$ cat config.mk
export PLATFORM = sky130hd
export DESIGN_NAME = dsp_mac_sequencer
export DESIGN_NICKNAME = d
export VERILOG_FILES = /design/src/rtl/dsp_mac_sequencer.sv
export SDC_FILE = /design/constraint.sdc
export NUM_CORES = 1
export LEC_CHECK = 0
export CORE_UTILIZATION = 35
export CTS_BUF_LIST = sky130_fd_sc_hd__clkbuf_8
export CTS_CLUSTER_SIZE = 28
export DETAILED_ROUTE_END_ITERATION = 12
export PLACE_DENSITY = 0.79
export SLEW_MARGIN = 20
export SYNTH_ARGS = -nofsm -noshare
export SYNTH_HDL_FRONTEND = slang
export SYNTH_SLANG_ARGS = --single-unit
$ cat constraint.sdc
create_clock -name clk -period 1.8 [get_ports clk]
set_input_delay 0.36 -clock clk [delete_from_list [all_inputs] [get_ports clk]]
set_output_delay 0.36 -clock clk [all_outputs]
set_load 0.1 [all_outputs]
$ cat src/rtl/dsp_mac_sequencer.sv
// -----------------------------------------------------------------------------
// dsp_mac_sequencer
//
// Runs one registered multiply-accumulate slice as a dot-product engine.
// A job of N operand pairs is accepted over a valid/ready stream, each pair
// is presented to the slice, and a per-slot OPMODE word is issued OP_DLY
// cycles later so it lines up with the slice's internal pipeline. Once the
// last slot has left the pipeline, P is captured as the job result.
//
// Parameters
//   LEN_W   width of the job length field (max N = 2^LEN_W-1)
//   OP_DLY  cycles between operand presentation and its OPMODE word
//   P_LAT   cycles from operand presentation to the sum on dsp_p (>= 2)
//
// Ports
//   clk, rst          clock, synchronous active-high reset
//   start, cfg_len    job start pulse and length (sampled only in IDLE)
//   busy              high in RUN / DRAIN / DONE
//   in_valid/in_ready operand stream handshake, in_a / in_b operands
//   dsp_a, dsp_b      operands to the slice (0 on bubble cycles)
//   dsp_opmode        OPMODE to the slice
//   dsp_ce, dsp_rst   slice clock enable / reset
//   dsp_p             slice P output
//   res_valid         one-cycle result strobe, res_data held result
//   stall_cnt         (only with DSP_MAC_STALL_CNT_EN) count of RUN cycles
//                     without a valid operand, saturating at 16'hFFFF
//
// Optional feature macro: DSP_MAC_STALL_CNT_EN
// -----------------------------------------------------------------------------
module dsp_mac_sequencer #(
    parameter int LEN_W  = 10,
    parameter int OP_DLY = 1,
    parameter int P_LAT  = 3
) (
    input  logic             clk,
    input  logic             rst,
    input  logic             start,
    input  logic [LEN_W-1:0] cfg_len,
    output logic             busy,
    input  logic             in_valid,
    output logic             in_ready,
    input  logic [17:0]      in_a,
    input  logic [17:0]      in_b,
    output logic [17:0]      dsp_a,
    output logic [17:0]      dsp_b,
    output logic [7:0]       dsp_opmode,
    output logic             dsp_ce,
    output logic             dsp_rst,
    input  logic [47:0]      dsp_p,
    output logic             res_valid,
    output logic [47:0]      res_data
`ifdef DSP_MAC_STALL_CNT_EN
    ,
    output logic [15:0]      stall_cnt
`endif
);

    typedef enum logic [1:0] {
        S_IDLE  = 2'd0,
        S_RUN   = 2'd1,
        S_DRAIN = 2'd2,
        S_DONE  = 2'd3
    } state_t;

    // active: slot belongs to a job (RUN/DRAIN); valid: carries an operand
    // pair; first: first pair of the job (clears the accumulator).
    typedef struct packed {
        logic active;
        logic valid;
        logic first;
    } tag_t;

    localparam int TAG_W = $bits(tag_t);
    localparam int DRN_W = (P_LAT > 2) ? $clog2(P_LAT) : 1;

    localparam logic [7:0] OPM_IDLE  = 8'b0000_0000;
    localparam logic [7:0] OPM_FIRST = 8'b0000_0001;
    localparam logic [7:0] OPM_ACC   = 8'b0000_1001;
    localparam logic [7:0] OPM_HOLD  = 8'b0000_1000;

    state_t             state_q, state_d;
    logic [LEN_W-1:0]   rem_q, rem_d;
    logic [DRN_W-1:0]   drain_q, drain_d;
    logic               first_q, first_d;
    logic               zero_job_q, zero_job_d;
    logic               res_valid_q;
    logic [47:0]        res_data_q;
    logic               xfer;
    tag_t               push_tag;
    tag_t               opm_tag;

    // Slot tags travel through a chain of OP_DLY registers.
    logic [TAG_W*(OP_DLY+1)-1:0] tag_chain;

    // ------------------------------------------------------------------
    // Next-state and datapath control
    // ------------------------------------------------------------------
    always_comb begin
        state_d    = state_q;
        rem_d      = rem_q;
        drain_d    = drain_q;
        first_d    = first_q;
        zero_job_d = zero_job_q;
        xfer       = 1'b0;
        push_tag   = '0;

        case (state_q)
            S_IDLE: begin
                if (start) begin
                    rem_d   = cfg_len;
                    first_d = 1'b1;
                    if (cfg_len == '0) begin
                        zero_job_d = 1'b1;
                        state_d    = S_DONE;
                    end else begin
                        zero_job_d = 1'b0;
                        state_d    = S_RUN;
                    end
                end
            end
            S_RUN: begin
                push_tag.active = 1'b1;
                if (in_valid) begin
                    xfer           = 1'b1;
                    push_tag.valid = 1'b1;
                    push_tag.first = first_q;
                    first_d        = 1'b0;
                    rem_d          = rem_q - LEN_W'(1);
                    if (rem_q == LEN_W'(1)) begin
                        state_d = S_DRAIN;
                        // Last slot appears on P P_LAT cycles after its
                        // presentation; DRAIN covers P_LAT-1 of those.
                        drain_d = DRN_W'(P_LAT - 2);
                    end
                end
            end
            S_DRAIN: begin
                push_tag.active = 1'b1;
                if (drain_q == '0) begin
                    state_d = S_DONE;
                end else begin
                    drain_d = drain_q - DRN_W'(1);
                end
            end
            S_DONE: begin
                state_d = S_IDLE;
            end
            default: begin
                state_d = S_IDLE;
            end
        endcase
    end

    always_ff @(posedge clk) begin
        if (rst) begin
            state_q     <= S_IDLE;
            rem_q       <= '0;
            drain_q     <= '0;
            first_q     <= 1'b0;
            zero_job_q  <= 1'b0;
            res_valid_q <= 1'b0;
            res_data_q  <= '0;
        end else begin
            state_q     <= state_d;
            rem_q       <= rem_d;
            drain_q     <= drain_d;
            first_q     <= first_d;
            zero_job_q  <= zero_job_d;
            res_valid_q <= (state_q == S_DONE);
            if (state_q == S_DONE) begin
                // An empty job never touched the slice, so P is meaningless.
                res_data_q <= zero_job_q ? 48'd0 : dsp_p;
            end
        end
    end

    // ------------------------------------------------------------------
    // Slot tag pipeline
    // ------------------------------------------------------------------
    assign tag_chain[TAG_W-1:0] = push_tag;

    genvar gi;
    generate
        for (gi = 0; gi < OP_DLY; gi++) begin : g_slot
            tag_t stage_q;
            always_ff @(posedge clk) begin
                if (rst) begin
                    stage_q <= '0;
                end else begin
                    stage_q <= tag_t'(tag_chain[TAG_W*gi +: TAG_W]);
                end
            end
            assign tag_chain[TAG_W*(gi+1) +: TAG_W] = stage_q;
        end
    endgenerate

    assign opm_tag = tag_t'(tag_chain[TAG_W*OP_DLY +: TAG_W]);

    always_comb begin
        dsp_opmode = OPM_IDLE;
        if (opm_tag.active) begin
            if (!opm_tag.valid) begin
                dsp_opmode = OPM_HOLD;
            end else if (opm_tag.first) begin
                dsp_opmode = OPM_FIRST;
            end else begin
                dsp_opmode = OPM_ACC;
            end
        end
    end

    // ------------------------------------------------------------------
    // Outputs
    // ------------------------------------------------------------------
    assign busy      = (state_q != S_IDLE);
    assign in_ready  = (state_q == S_RUN);
    assign dsp_a     = xfer ? in_a : 18'd0;
    assign dsp_b     = xfer ? in_b : 18'd0;
    assign dsp_ce    = ~rst;
    assign dsp_rst   = rst;
    assign res_valid = res_valid_q;
    assign res_data  = res_data_q;

`ifdef DSP_MAC_STALL_CNT_EN
    logic [15:0] stall_q;

    always_ff @(posedge clk) begin
        if (rst) begin
            stall_q <= '0;
        end else if (state_q == S_IDLE && start) begin
            stall_q <= '0;
        end else if (state_q == S_RUN && !in_valid && stall_q != 16'hFFFF) begin
            stall_q <= stall_q + 16'd1;
        end
    end

    assign stall_cnt = stall_q;
`endif

endmodule
==> impl_metrics.toml, run 1 <==
# physical design summary
[status]
violations = "negative setup slack"
run_status = "finished with violations"

[routing]
wl_per_cell_um = 18.2
vias_per_cell = 5.26
drt_pass1_iterations = 4

[layout]
drive_above_1_share_pct = 35.3
diodes = 0
inv_count = 12

[place]
hpwl_mm = 8.67
gp_congestion = 0.862

[final_timing]
setup_violations = 45
setup_slack_ns = -0.117

[worst_setup_path]
critPathArrivalTime_ns = 2.15
path_depth = 5
ff2ff_setup_slack_ns = -0.12
start_kind = "flip-flop"
cp_slowest_stage_delay_ns = 0.58

[yosys]
synth_flops = 68

[floorplanning]
core-area_um2 = 8890

[power]
total_power_mw = 6.67
[run 1: metal layers]
metal | share of wire (%) | up-vias
met5 | 0 | -
met4 | 3.3 | 0
met3 | 9.2 | 38
met2 | 52 | 202
met1 | 35 | 1811
li1 | - | 1811
[run 1: registers in the layout, summed over array words and instances (netlist names)]
register        flops
drain_q             2
state_q             2
res_valid           1
res_data           48
first_q             1
g_slot.stage_q      3
rem_q              10
zero_job_q          1
[run 1: power by group]
group          switching, mW  leakage (nW)  internal [mW]
registers              0.128         0.552           1.63
clock network          0.636         0.102          0.718
logic                   2.00          2.17           1.56
[run 1: what timing repair did]
item	CTS	global route
resized	20	26
buffers inserted	10	3
endpoints found under the setup margin	71	57
pin swaps	16	10
cloned	5	3
[run 1: worst reg2reg max path, cell delays in order, from the launching register on]
cell	delay (ns)
dfxtp_2	0.33
or4_4	0.58
nor4b_4	0.29
buf_4	0.16
o221ai_4	0.10
mux2_4	0.32
[run 1: cells by family after synthesis]
group | count (synthesis) | share of synthesized area [%]
buffers and inverters | 50 | 6.56
muxes | 1 | 0.343
adders and majority gates | 8 | 3.05
and+or+nand+nor | 189 | 31.6
DFF | 68 | 41.5
other | 1 | 0.114
AOI/OAI and AO/OA | 96 | 16.9
[run 1: per-stage QoR]
stage	cell area, µm²	std cells	utilization (%)
detailed placement	6460	699	72.7
floorplan	3560	418	-
finish	7040	734	79.2
CTS	6940	730	78.0
global placement	6460	699	72.7
global route	7040	734	79.2
[run 1: synth_stat cells (3+ instances only)]
library cell,count
nor4_1,5
nand2b_1,5
inv_1,12
a211oi_1,4
o21ai_0,13
nand2_1,8
buf_4,7
and2_1,3
and3_1,37
clkbuf_1,30
nor2_1,62
dfxtp_1,68
nor2b_1,54
a21oi_1,62
ha_1,8
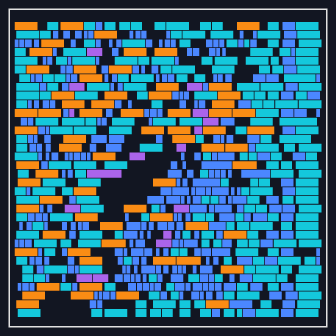
*Cells colored by class, run 1*
color	class	cells	share of their area
purple	clock drivers and dummy loads	16	3.0%
orange	flops	68	20%
cyan	other buffers and delay cells	227	46%
blue	combinational and other logic	315	31%

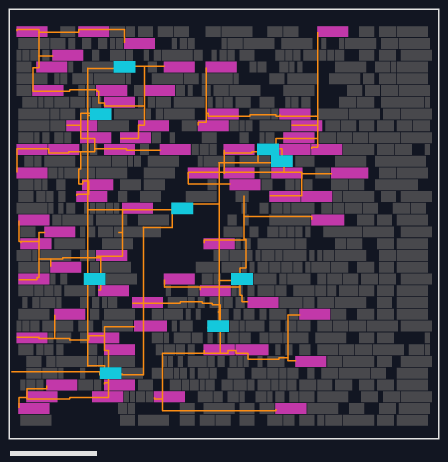
*Clock wires, drivers and flops, run 1*
Scale bar: 20 µm.
[magenta] flip-flops | count: 68
[orange] clock wires | length: 967 µm
[cyan] clock drivers | count: 9
routed clock nets	10
flops lie	all over the die

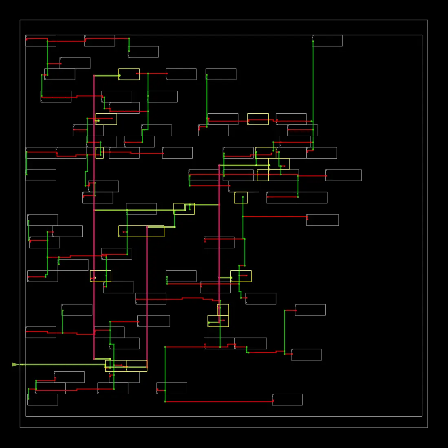
*Clock nets, run 1*
CTS buffer count: 9
Clock Skew: 0.0140 ns
Seq cells: 68
worst-skew pair later-pin latency: 0.36 ns
Power Clock: 1.35 mW

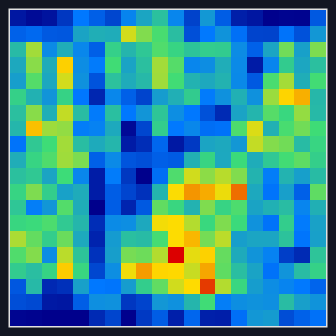
*Wire density map, run 1*
20 x 20 tiles, from dark blue (low) to red (high), scaled to the fullest tile. Values are wire area over tile area, all layers added.
mean over tiles	0.23
tiles over half the peak	25%
densest ninth of the die	south
fullest tile	0.61
DR vias: 3862
DRT Wirelength: 13.4 mm

==> inputs of run 2 (changes only) <==
--- a/config.mk
+++ b/config.mk
@@ -9,6 +9,7 @@
 export CTS_BUF_LIST = sky130_fd_sc_hd__clkbuf_8
 export CTS_CLUSTER_SIZE = 28
 export DETAILED_ROUTE_END_ITERATION = 12
+export HOLD_SLACK_MARGIN = 0.15
 export PLACE_DENSITY = 0.79
 export SLEW_MARGIN = 20
 export SYNTH_ARGS = -nofsm -noshare
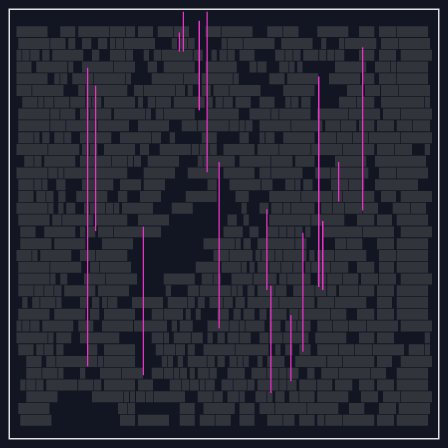
*M4 wires, run 2*
wire length on this layer	439 µm
main direction	vertical

==> run 2 against run 1 <==
Against the previous run:
- the run still ends with negative setup slack left
- combinational power is essentially flat
- via count unchanged
- critical path type unchanged
- routed wire length is the same
- synthesized area did not move
- first-iteration DRC count is the same
- flip-flop count unchanged
- highest routed layer unchanged
- worst setup slack unchanged
- clock skew unchanged
- count of clock-buffer cells in the layout is the same
==> impl_metrics.toml, run 2 <==
# physical design summary
[clocking]
worst_skew_pair.late_latency_ns = 0.36
cts_buffers = 9

[place]
hpwl_mm = 8.67
placed_area_um2 = 6460
post-place-cells = 699

[status]
violations = "negative setup slack"
run_status = "finished with violations"

[worst_setup_path]
critPathArrivalTime_ns = 2.15
start_kind = "flip-flop"

[power]
pwr-share-clk_pct = 20.3
p_comb_share_pct = 53.4
total_power_mw = 6.67
seqPwrFrac_pct = 26.4
p_int_mw = 3.91
power.switching_mw = 2.76

[floorplanning]
core-area_um2 = 8890

[routing]
vias = 3862
vias_per_cell = 5.26
wl_per_cell_um = 18.2
met1_length_mm = 4.68

[layout]
largest_register_ffs = 48
drive_above_1_share_pct = 35.3
fin_area_um2 = 7040
finalNonFillerCells = 734
diodes = 0

[yosys]
synthTopCellsByCount = "68 x dfxtp_1, 62 x a21oi_1, 62 x nor2_1"

[final_timing]
fin_skew_ns = 0.0140
setup_violations = 45
setup_slack_ns = -0.117
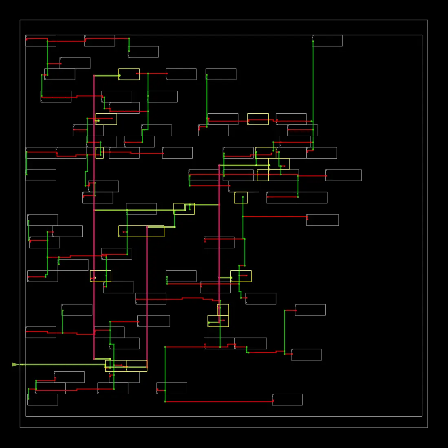
*Clock nets, run 2*
clk sinks: 68
Clock buffer cells: 11

-- run 2: cell counts in the layout (fill, tap and decap cells not counted) --
No cell type changed its count.
-- run 2: repair_timing --
action / CTS / global route
pin swaps: 16 / 10
setup endpoints to repair: 71 / 57
cloned: 5 / 3
hold buffers: 0 / 0
setup buffers: 10 / 3
resized: 20 / 26
-- run 2: cell families after synthesis --
group	count (synthesis)	synth area share, %
other cells	1	0.114
flops	68	41.5
simple gates	189	31.6
compound gates	96	16.9
fa+ha+maj	8	3.05
buf+inv	50	6.56
mux	1	0.343
-- run 2: final timing paths --
kind | to | slack, ns | depth (start not counted)
worst max-delay path | state_q[1] | -0.12 | 5
worst min-delay path | rem_q[6] | 0.46 | 3
worst max register to register | state_q[1] | -0.12 | 5
worst min register to register | g_slot[0].stage_q[0] | 0.48 | 1
-- run 2: critical path, delay by kind of cell (launching register included) --
family	cells	cell delay (ns)
and+or+nand+nor	2	0.87
DFF	1	0.33
muxes	1	0.32
buffers and inverters	1	0.16
AOI/OAI and AO/OA	1	0.10
-- run 2: final cells by class --
type / instances / area (µm²)
Multi-Input combinational cell: 303 / 2080
Clock inverter: 5 / 58.8
Sequential cell: 68 / 1370
Inverter: 12 / 47.5
Fill cell: 575 / 1850
Timing Repair Buffer: 227 / 3200
Clock buffer: 11 / 151
Tap cell: 108 / 135
-- run 2: power by group through the flow --
stage	clock network [mW]	logic, mW	registers, mW
5_1_grt	1.44	3.73	1.77
6_report	1.35	3.56	1.76
2_1_floorplan	0	1.85	1.90
4_1_cts	1.36	3.42	1.74
3_5_place_dp	0	3.05	1.78
3_3_place_gp	0	2.99	1.76
Power and IR drop assume default switching activity.
